### src/rtl/piso_pkg.sv
// piso_pkg
// Shared definitions for the PISO feeder and anything that must agree with
// the downstream shifter about frame timing.
//   state_t       : frame FSM states (IDLE, SHIFT)
//   clog2w()      : counter/pointer width helper, never returns 0
//   frame_period(): cycles between loads, WIDTH + EXTRA_BITS
package piso_pkg;

  typedef enum logic {
    IDLE  = 1'b0,
    SHIFT = 1'b1
  } state_t;

  // Width needed to hold values 0..n-1; a 1-bit minimum keeps n=1 legal.
  function automatic int clog2w(input int n);
    return (n > 1) ? $clog2(n) : 1;
  endfunction

  function automatic int frame_period(input int width, input int extra_bits);
    return width + extra_bits;
  endfunction

endpackage

### src/rtl/piso_word_fifo.sv
// piso_word_fifo
// Synchronous word FIFO buffering parallel words ahead of the shifter.
// Ports:
//   clk, rst_n  : clock, asynchronous active-low reset
//   push        : write push_data (ignored when full)
//   push_data   : word to write
//   pop         : drop the head word (ignored when empty)
//   head        : current head word, valid while !empty
//   full, empty : status, decoded from the registered occupancy only
module piso_word_fifo
  import piso_pkg::*;
#(
  parameter int WIDTH = 50,
  parameter int DEPTH = 2
) (
  input  logic             clk,
  input  logic             rst_n,
  input  logic             push,
  input  logic [WIDTH-1:0] push_data,
  input  logic             pop,
  output logic [WIDTH-1:0] head,
  output logic             full,
  output logic             empty
);

  localparam int PTR_W = clog2w(DEPTH);
  localparam int CNT_W = PTR_W + 1;

  logic [WIDTH-1:0] mem [DEPTH];
  logic [PTR_W-1:0] wr_ptr;
  logic [PTR_W-1:0] rd_ptr;
  logic [CNT_W-1:0] count;
  logic             do_push;
  logic             do_pop;

  assign do_push = push && !full;
  assign do_pop  = pop && !empty;
  assign full    = (count == CNT_W'(DEPTH));
  assign empty   = (count == '0);
  assign head    = mem[rd_ptr];

  // Storage carries no reset; only the pointers and occupancy define contents.
  always_ff @(posedge clk) begin
    if (do_push) begin
      mem[wr_ptr] <= push_data;
    end
  end

  // DEPTH is a power of two, so the pointers wrap by plain overflow.
  always_ff @(posedge clk or negedge rst_n) begin
    if (!rst_n) begin
      wr_ptr <= '0;
      rd_ptr <= '0;
      count  <= '0;
    end else begin
      if (do_push) begin
        wr_ptr <= wr_ptr + PTR_W'(1);
      end
      if (do_pop) begin
        rd_ptr <= rd_ptr + PTR_W'(1);
      end
      case ({do_push, do_pop})
        2'b10:   count <= count + CNT_W'(1);
        2'b01:   count <= count - CNT_W'(1);
        default: count <= count;
      endcase
    end
  end

endmodule

### src/rtl/piso_feeder.sv
// piso_feeder
// Upstream control for the parallel-in/serial-out shifter. Buffers words from
// a valid/ready stream and issues one load pulse per frame of
// P = WIDTH + EXTRA_BITS cycles, so each word is fully shifted out before the
// next one is loaded.
// Ports:
//   clk, rst_n : clock, asynchronous active-low reset
//   enable     : permits new loads; a running frame always completes
//   in_valid   : upstream word valid
//   in_data    : upstream word
//   in_ready   : FIFO not full (registered, independent of pop/in_valid)
//   load       : one-cycle registered load pulse to the shifter
//   par_data   : word presented with load, held until the next load
//   busy       : high for every cycle of a frame's serialisation window
//   underrun   : one-cycle pulse when a frame ends with enable high and no data
module piso_feeder
  import piso_pkg::*;
#(
  parameter int WIDTH      = 50,
  parameter int EXTRA_BITS = 25,
  parameter int FIFO_DEPTH = 2
) (
  input  logic             clk,
  input  logic             rst_n,
  input  logic             enable,
  input  logic             in_valid,
  input  logic [WIDTH-1:0] in_data,
  output logic             in_ready,
  output logic             load,
  output logic [WIDTH-1:0] par_data,
  output logic             busy,
  output logic             underrun
);

  localparam int P     = frame_period(WIDTH, EXTRA_BITS);
  localparam int CNT_W = clog2w(P);
  localparam logic [CNT_W-1:0] LAST_CNT = CNT_W'(P - 1);

  state_t           state;
  state_t           state_next;
  logic [CNT_W-1:0] frame_cnt;
  logic [CNT_W-1:0] cnt_next;
  logic             load_next;
  logic             busy_next;
  logic             underrun_next;
  logic [WIDTH-1:0] par_next;
  logic             fifo_pop;
  logic [WIDTH-1:0] fifo_head;
  logic             fifo_full;
  logic             fifo_empty;

  // The FIFO drops the write itself when full, so in_valid feeds push directly.
  piso_word_fifo #(
    .WIDTH (WIDTH),
    .DEPTH (FIFO_DEPTH)
  ) u_fifo (
    .clk       (clk),
    .rst_n     (rst_n),
    .push      (in_valid),
    .push_data (in_data),
    .pop       (fifo_pop),
    .head      (fifo_head),
    .full      (fifo_full),
    .empty     (fifo_empty)
  );

  assign in_ready = !fifo_full;

  // frame_cnt is P-1 in the load cycle and reaches 0 in the last cycle of the
  // window; the decision made there takes effect in cycle L+P, which gives
  // back-to-back loads exactly P apart (every cycle when P=1).
  always_comb begin
    state_next    = state;
    cnt_next      = frame_cnt;
    load_next     = 1'b0;
    busy_next     = busy;
    underrun_next = 1'b0;
    par_next      = par_data;
    fifo_pop      = 1'b0;

    case (state)
      IDLE: begin
        busy_next = 1'b0;
        if (enable && !fifo_empty) begin
          state_next = SHIFT;
          load_next  = 1'b1;
          busy_next  = 1'b1;
          par_next   = fifo_head;
          fifo_pop   = 1'b1;
          cnt_next   = LAST_CNT;
        end
      end
      SHIFT: begin
        if (frame_cnt != '0) begin
          cnt_next = frame_cnt - CNT_W'(1);
        end else if (enable && !fifo_empty) begin
          load_next = 1'b1;
          busy_next = 1'b1;
          par_next  = fifo_head;
          fifo_pop  = 1'b1;
          cnt_next  = LAST_CNT;
        end else begin
          state_next    = IDLE;
          busy_next     = 1'b0;
          underrun_next = enable;
        end
      end
      default: begin
        state_next = IDLE;
        busy_next  = 1'b0;
      end
    endcase
  end

  always_ff @(posedge clk or negedge rst_n) begin
    if (!rst_n) begin
      state     <= IDLE;
      frame_cnt <= '0;
      load      <= 1'b0;
      busy      <= 1'b0;
      underrun  <= 1'b0;
      par_data  <= '0;
    end else begin
      state     <= state_next;
      frame_cnt <= cnt_next;
      load      <= load_next;
      busy      <= busy_next;
      underrun  <= underrun_next;
      par_data  <= par_next;
    end
  end

endmodule
### config.mk
export PLATFORM = sky130hd
export DESIGN_NAME = piso_feeder
export DESIGN_NICKNAME = d
export VERILOG_FILES = /design/src/rtl/piso_pkg.sv /design/src/rtl/piso_word_fifo.sv /design/src/rtl/piso_feeder.sv
export SDC_FILE = /design/constraint.sdc
export NUM_CORES = 1
export LEC_CHECK = 0
export ABC_AREA = 1
export CORE_MARGIN = 2
export CORE_UTILIZATION = 55
export CTS_CLUSTER_DIAMETER = 50
export DETAILED_ROUTE_END_ITERATION = 6
export GPL_ROUTABILITY_DRIVEN = 0
export PLACE_DENSITY = 0.82
export SLEW_MARGIN = 20
export SYNTH_ARGS = -nofsm -noshare
export SYNTH_HDL_FRONTEND = slang
export SYNTH_SLANG_ARGS = --single-unit
### constraint.sdc
create_clock -name clk -period 5.09 [get_ports clk]
set_input_delay 0.509 -clock clk [delete_from_list [all_inputs] [get_ports clk]]
set_output_delay 0.509 -clock clk [all_outputs]
set_load 0.005 [all_outputs]
**Run 1: cell classes on the final placement**

Fill, decap, tap and diode cells in grey.
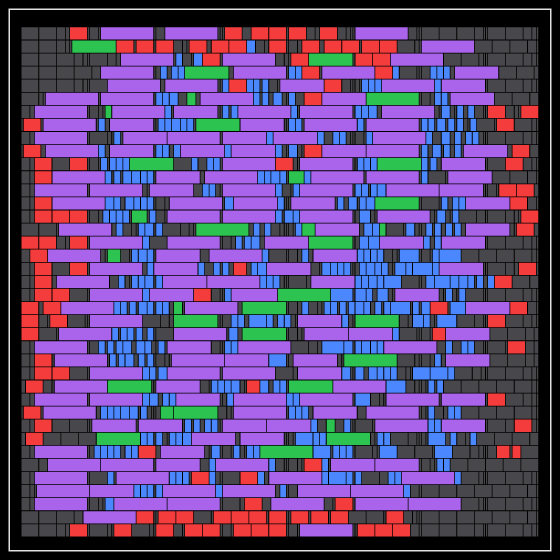
colour	class	cells	share of their area
red	other buffers and delay cells	111	14%
blue	all other logic	382	21%
green	clock drivers and dummy loads	32	7.9%
purple	flops	165	58%

**Run 1: sequential cells grouped by signal name**

Bar = 20 um.
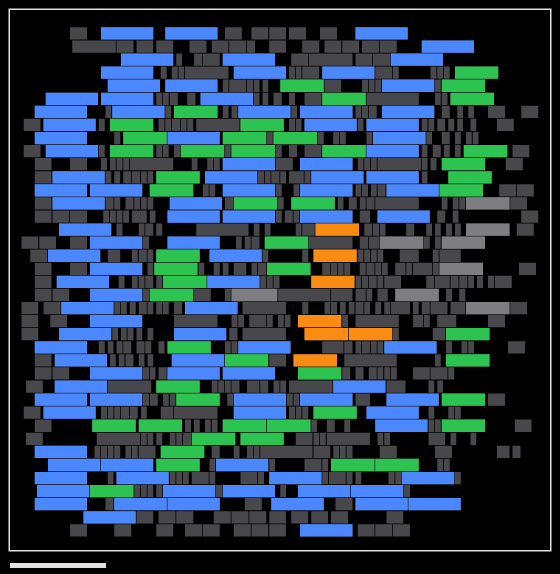
colour	netlist name	sequential cells
orange	frame_cnt	7
green	par_data	50
blue	u_fifo.mem	100
not coloured	8

**Run 1: routed clock nets over the placement**

Bar = 20 um.
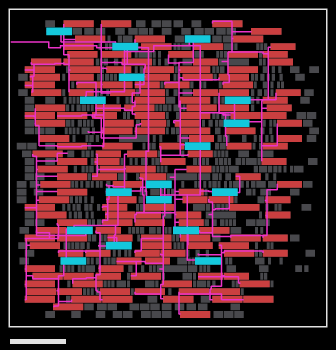
[magenta] clock wires | length: 1690 um
[red] flip-flops | count: 165
[cyan] cells driving clock nets | count: 17
routed clock nets	18

**Run 1: the clock network**

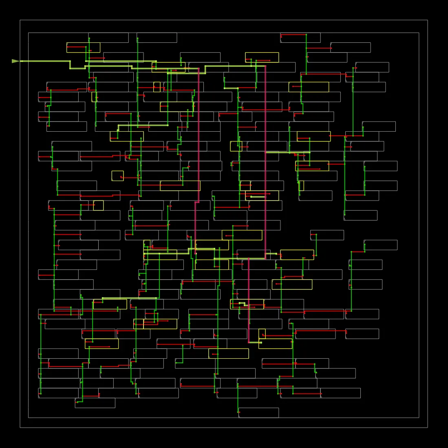
TritonCTS Buffers: 17
Layout Skew: 0.00515 ns

==> impl_metrics.env, run 1 <==
# implementation run metrics
export IMPL_max_slew_margin_pct=31.5
export IMPL_postCtsSetupRepairBufs=0
export IMPL_crit_fanout=58
export IMPL_cts_clk_slew_worst_paths_ns=0.06
export IMPL_vias_per_cell=5.22
export IMPL_peakVddDrop_uv=211
export IMPL_fp_util_pct=56.5
export IMPL_hold_viol_final=0
export IMPL_cts_root_buf="clkbuf_16"
export IMPL_place_ws_ns=2.05
export IMPL_flops=165
export IMPL_route_vias_total=4351
export IMPL_pwr_share_seq_pct=49.8
export IMPL_largest_area_cell="edfxtp_1"
export IMPL_intPower_mw=2.33
export IMPL_setup_worst_path_end="u_fifo.count[1]$_DFFE_PN0P_"
export IMPL_firstDrtPassIters=7
export IMPL_critPathSlowestCell="nand2_4"
export IMPL_grt_usage_pct=22.4
export IMPL_critical_path_class="reg -> reg"
export IMPL_dieArea_mm2=0.0126
export IMPL_grt_overflow_total=0
export IMPL_slowest_delay_ns=0.56
export IMPL_synthTopCellsByArea="edfxtp_1 (47%), dfrtp_1 (25%), nand2_1 (16%)"
export IMPL_crit_chain="inv_1 -> ha_1 -> inv_1 -> nor2_1 -> nand3_2 -> nand2_4 -> nand2_4 -> inv_1 -> ha_1 -> a21oi_1 -> o21ai_0 -> xor2_1"
export IMPL_synth_edff_count=100
export IMPL_clock_area_share_pct=7.77
export IMPL_max_freq_mhz=325
export IMPL_tightest_slew_ns=1.03
export IMPL_maxSlewViolCount=0
export IMPL_switching_share_pct=18.6
export IMPL_seq_cell_share_pct=56.4
export IMPL_cp_end_kind="flip-flop"
export IMPL_fin_total_pwr_mw=2.86
export IMPL_layout_cells_non_filler=833
export IMPL_comb_power_mw=0.0678
export IMPL_cts_resized=0
export IMPL_die_h_um=112
export IMPL_layout_nonclk_buf_share_pct=13.3
export IMPL_fin_area_mm2=0.00821
export IMPL_worst_r2r_cell_count=12
export IMPL_nWellTaps=143
export IMPL_ant_nets=0
export IMPL_core_mm2=0.0114
export IMPL_status="finished, final reports clean"
export IMPL_powerDensity_mw_per_mm2=348
export IMPL_top_power_group="sequential cells"
export IMPL_grt_pass1_wl_mm=21.7
export IMPL_portBuffers=107
export IMPL_clock_buffers=18
export IMPL_postPlaceCellArea_mm2=0.00757
export IMPL_cap_violations=0
export IMPL_cp_num_buf_inv=3
export IMPL_cp_arrival_ns=3.37
export IMPL_fin_util_pct=71.9
export IMPL_power_switching_mw=0.530
export IMPL_regArea_mm2=0.00463
export IMPL_logic_gates=364
export IMPL_leakage_nw=3.59
export IMPL_diodes=0
export IMPL_worst_slack_ns=2.01
export IMPL_synth_cell_types=26
export IMPL_hold_buffers=0
export IMPL_grt_max_degree=66
export IMPL_synth_async_reset_ratio_pct=39.4
export IMPL_clockBufferDepth=2
export IMPL_placed_cells=801
export IMPL_reg2reg_from="frame_cnt[0]$_DFF_PN0_"
export IMPL_cts_sinks=165
export IMPL_layout_area_comb_mm2=0.00160
export IMPL_drt_wl_total_mm=13.4
export IMPL_common_cells="nand2_1 (276), edfxtp_1 (100), dfrtp_1 (65)"
export IMPL_crit_cells=12
export IMPL_comb_area_share_pct=19.5
export IMPL_finalSetupTns_ns=0
export IMPL_yosys_area_mm2=0.00645
==> run 1: state kept, by name (all words and copies together), names as in the netlist <==
name           count
busy               1
frame_cnt          7
load               1
par_data          50
state              1
u_fifo.count       2
u_fifo.mem       100
u_fifo.rd_ptr      1
u_fifo.wr_ptr      1
underrun           1
==> run 1: routing by layer <==
layer / vias to the layer above / routed length [um] / track usage [%]
met1: 2081 / 5310 / 27.9
li1: 2088 / - / -
met3: 19 / 870 / 5.40
met5: - / 0 / 0
met2: 163 / 7000 / 38.3
met4: 0 / 243 / 8.62
==> run 1: placed cells by master (no fill, tap or decap) <==
| cell | count |
|---|---|
| a21oi_1 | 2 |
| buf_2 | 1 |
| buf_4 | 4 |
| bufinv_16 | 5 |
| clkbuf_1 | 1 |
| clkbuf_16 | 17 |
| clkdlybuf4s50_1 | 106 |
| clkinv_1 | 1 |
| clkinv_2 | 3 |
| clkinv_4 | 2 |
| clkinvlp_4 | 3 |
| dfrtp_1 | 64 |
| dfrtp_2 | 1 |
| edfxtp_1 | 100 |
| ha_1 | 3 |
| inv_1 | 14 |
| inv_2 | 4 |
| nand2_1 | 276 |
| nand2_2 | 2 |
| nand2_4 | 2 |
| nand3_1 | 49 |
| nand3_2 | 11 |
| nand4_1 | 3 |
| nor2_1 | 3 |
| nor2_2 | 1 |
| nor2_4 | 3 |
| nor3_1 | 1 |
| o21ai_0 | 3 |
| o21ai_1 | 2 |
| xnor2_1 | 2 |
| xor2_1 | 1 |
==> run 1: cells by family after synthesis <==
logic type / Yosys count / share of synthesized area, %
AOI/OAI and AO/OA: 7 / 0.543
buffers and inverters: 45 / 3.68
and+or+nand+nor: 351 / 23.0
DFF: 165 / 71.7
xor gates and xnor gates: 3 / 0.407
adders and majority gates: 3 / 0.582
**Run 1: signal wires by layer**

Bar = 20 um. Two of the layers only.
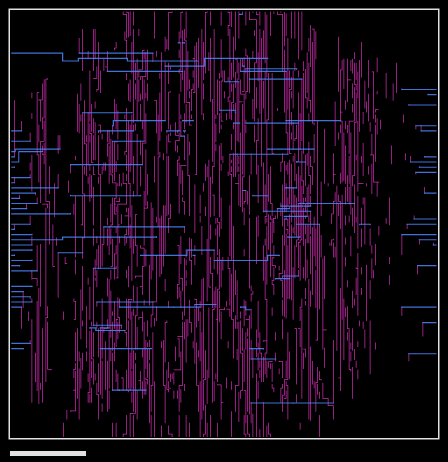

## Run 2: what changed since run 1
- CORE_UTILIZATION: 55 -> 48
- PLACE_DENSITY: 0.82 -> 0.76
- clock period: 5.09 -> 2.65 ns (I/O delays scaled with it)
**Run 2: signal wires by layer**

Bar = 20 um. Two of the layers only.
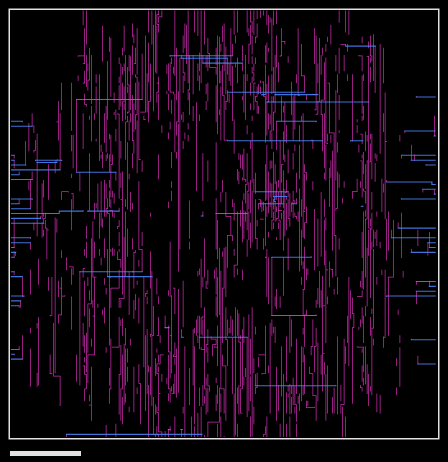
colour	layer	wire length
magenta	met2	6690 um
blue	met3	613 um

==> run 2 against run 1 <==
  * Sequential share of layout area fell by 0.37 points
  * Sequential power rose by 92%
  * Synthesized cell count did not move
  * Hold slack improved by 0.15 ns
  * First-iteration DRC count fell by 42%
  * Register-to-register slack got worse by 1.5 ns
  * Utilization fell by 9.3 points
  * Flip-flop count did not move
  * Critical path type unchanged
==> impl_metrics.env, run 2 <==
# implementation run metrics
export IMPL_cts_clk_slew_worst_paths_ns=0.06
export IMPL_fp_util_pct=48.9
export IMPL_vias_per_cell=4.89
export IMPL_cts_root_buf="clkbuf_16"
export IMPL_postCtsSetupRepairBufs=0
export IMPL_worstHoldEndpoint="u_fifo.mem[0][13]$_DFFE_PP_"
export IMPL_crit_fanout=28
export IMPL_top_cell_area_share_pct=46.5
export IMPL_pwr_share_seq_pct=52.3
export IMPL_cts_buffers=17
export IMPL_cp_end_kind="flip-flop"
export IMPL_ant_nets=0
export IMPL_syn_instance_count=574
export IMPL_dieArea_mm2=0.0144
export IMPL_slowest_delay_ns=0.36
export IMPL_cts_sinks=165
export IMPL_powerDensity_mw_per_mm2=632
export IMPL_max_slew_margin_pct=41.9
export IMPL_hold_viol_final=0
export IMPL_finClkSkew_ns=0.0140
export IMPL_area_growth_synth_to_final_pct=28.1
export IMPL_largest_reg_flops=100
export IMPL_reg2reg_from="frame_cnt[0]$_DFF_PN0_"
export IMPL_route_vias_total=4261
export IMPL_crit_chain="inv_1 -> ha_1 -> inv_1 -> nor2_1 -> nand3_2 -> nand2_4 -> nand2_4 -> inv_1 -> ha_1 -> a21oi_1 -> o21ai_0 -> xor2_1"
export IMPL_grt_usage_pct=19.3
export IMPL_power_switching_mw=0.981
export IMPL_cp_required_ns=2.94
export IMPL_grt_max_degree=66
export IMPL_synth_cell_types=26
export IMPL_synth_most_common_cell="nand2_1"
export IMPL_dp_final_hpwl_mm=7.81
export IMPL_worst_r2r_cell_count=12
export IMPL_cp_arrival_ns=2.44
export IMPL_fin_crit_sh_pct=80.9
export IMPL_synthTopCellsByArea="edfxtp_1 (47%), dfrtp_1 (25%), nand2_1 (16%)"
export IMPL_grt_overflow_total=0
export IMPL_portBuffers=107
export IMPL_setup_worst_path_end="u_fifo.count[1]$_DFFE_PN0P_"
export IMPL_dieWidth_um=120
export IMPL_postPlaceCellArea_mm2=0.00767
export IMPL_max_freq_mhz=466
export IMPL_status="finished, final reports clean"
export IMPL_drt_wl_total_mm=13.1
export IMPL_finalSetupTns_ns=0
export IMPL_layout_drive_gt1_share_pct=9.21
export IMPL_cts_resized=0
export IMPL_period_minus_slack_ns=2.14
export IMPL_synth_async_reset_ratio_pct=39.4
export IMPL_tightest_slew_ns=0.872
export IMPL_maxSlewViolCount=0
export IMPL_lay_top_cells="nand2_1 (276), clkdlybuf4s50_1 (106), edfxtp_1 (100)"
export IMPL_intPower_mw=4.24
export IMPL_wl_per_cell_um=15.0
export IMPL_insertion_delay_ns=0.42
export IMPL_firstDrtPassIters=4
export IMPL_fin_total_pwr_mw=5.22
export IMPL_reg2reg_slack_ns=0.51
export IMPL_io_pins=108
export IMPL_die_h_um=120
export IMPL_common_cells="nand2_1 (276), edfxtp_1 (100), dfrtp_1 (65)"
export IMPL_rsz0062_at_grt="false"
export IMPL_switching_share_pct=18.8
export IMPL_clockBufferDepth=2
export IMPL_critPathSlowestCell="dfrtp_1"
export IMPL_syn_area_per_cell_um2=11.2
export IMPL_largest_register="u_fifo.mem"
export IMPL_critical_path_class="reg -> reg"
export IMPL_diodes=0
export IMPL_synth_edff_count=100
export IMPL_grt_pass1_wl_mm=21.0
export IMPL_cp_num_buf_inv=3
export IMPL_crit_cells=12
export IMPL_r2r_end="u_fifo.count[1]$_DFFE_PN0P_"
export IMPL_core_mm2=0.0132
export IMPL_lay_top_count="nand2_1"
export IMPL_cap_violations=0
export IMPL_yosys_area_mm2=0.00645
export IMPL_leakage_nw=3.61
export IMPL_cp_startpoint="frame_cnt[0]$_DFF_PN0_"
export IMPL_top_regs="u_fifo.mem (100), par_data (50), frame_cnt (7)"
export IMPL_tool_warnings=27
export IMPL_largest_area_cell="edfxtp_1"
export IMPL_peakVddDrop_uv=588
export IMPL_clockPowerShare_pct=45.2
export IMPL_fin_area_mm2=0.00827
export IMPL_h_tree_depth=4
export IMPL_hold_buffers=1
export IMPL_worstHoldPathCells=1
export IMPL_antenna_found_initial=0
[run 2: netlist changes by cell type in the layout (fill, tap and decap cells not counted)]
cell,delta
clkinvlp_4,-2
buf_12,+2
dlygate4sd3_1,+1
clkinv_4,-1
clkbuf_8,+6
clkinv_1,-1
clkinv_2,+2
buf_2,-1
bufinv_16,-4
buf_4,+3
[run 2: logic make-up (layout without fill, tap and decap cells)]
group	Yosys count	in the layout	share of synthesized area [%]
simple gates	351	351	23.0
xor+xnor	3	3	0.407
compound gates	7	7	0.543
fa+ha+maj	3	3	0.582
buf+inv	45	166	3.68
flops	165	165	71.7
[run 2: through the flow]
step	util (%)	cells	worst slack (ns)
finish	62.7	871	0.505
floorplan	-	574	0.272
detailed placement	58.2	838	0.507
global route	62.7	871	0.240
CTS	62.7	871	0.500
global placement	58.2	838	0.623
[run 2: metal layers]
metal	GRT usage (%)	share of wire, %	vias to the layer above
met5	0	0	-
met4	8.24	1.0	0
met3	4.80	4.7	8
met2	32.7	51	111
met1	23.5	43	2051
li1	-	-	2091
[run 2: power by group through the flow]
stage	clock network [mW]	registers (mW)	logic (mW)
6_report	2.36	2.73	0.131
5_1_grt	2.50	2.73	0.143
4_1_cts	2.40	2.73	0.132
3_5_place_dp	0	2.78	0.131
3_3_place_gp	0	2.78	0.128
2_1_floorplan	0	2.78	0.0159
[run 2: area by class of cell]
type	count	area, um^2
inverters	18	67.6
clock inverters	8	71.3
clock buffers	24	512
well taps	176	220
repair buffers	116	1160
fillers	1015	4920
flip-flops and latches	165	4630
multi-input cells	364	1600
Power figures rest on the tool's default switching activity, not on a simulated workload.
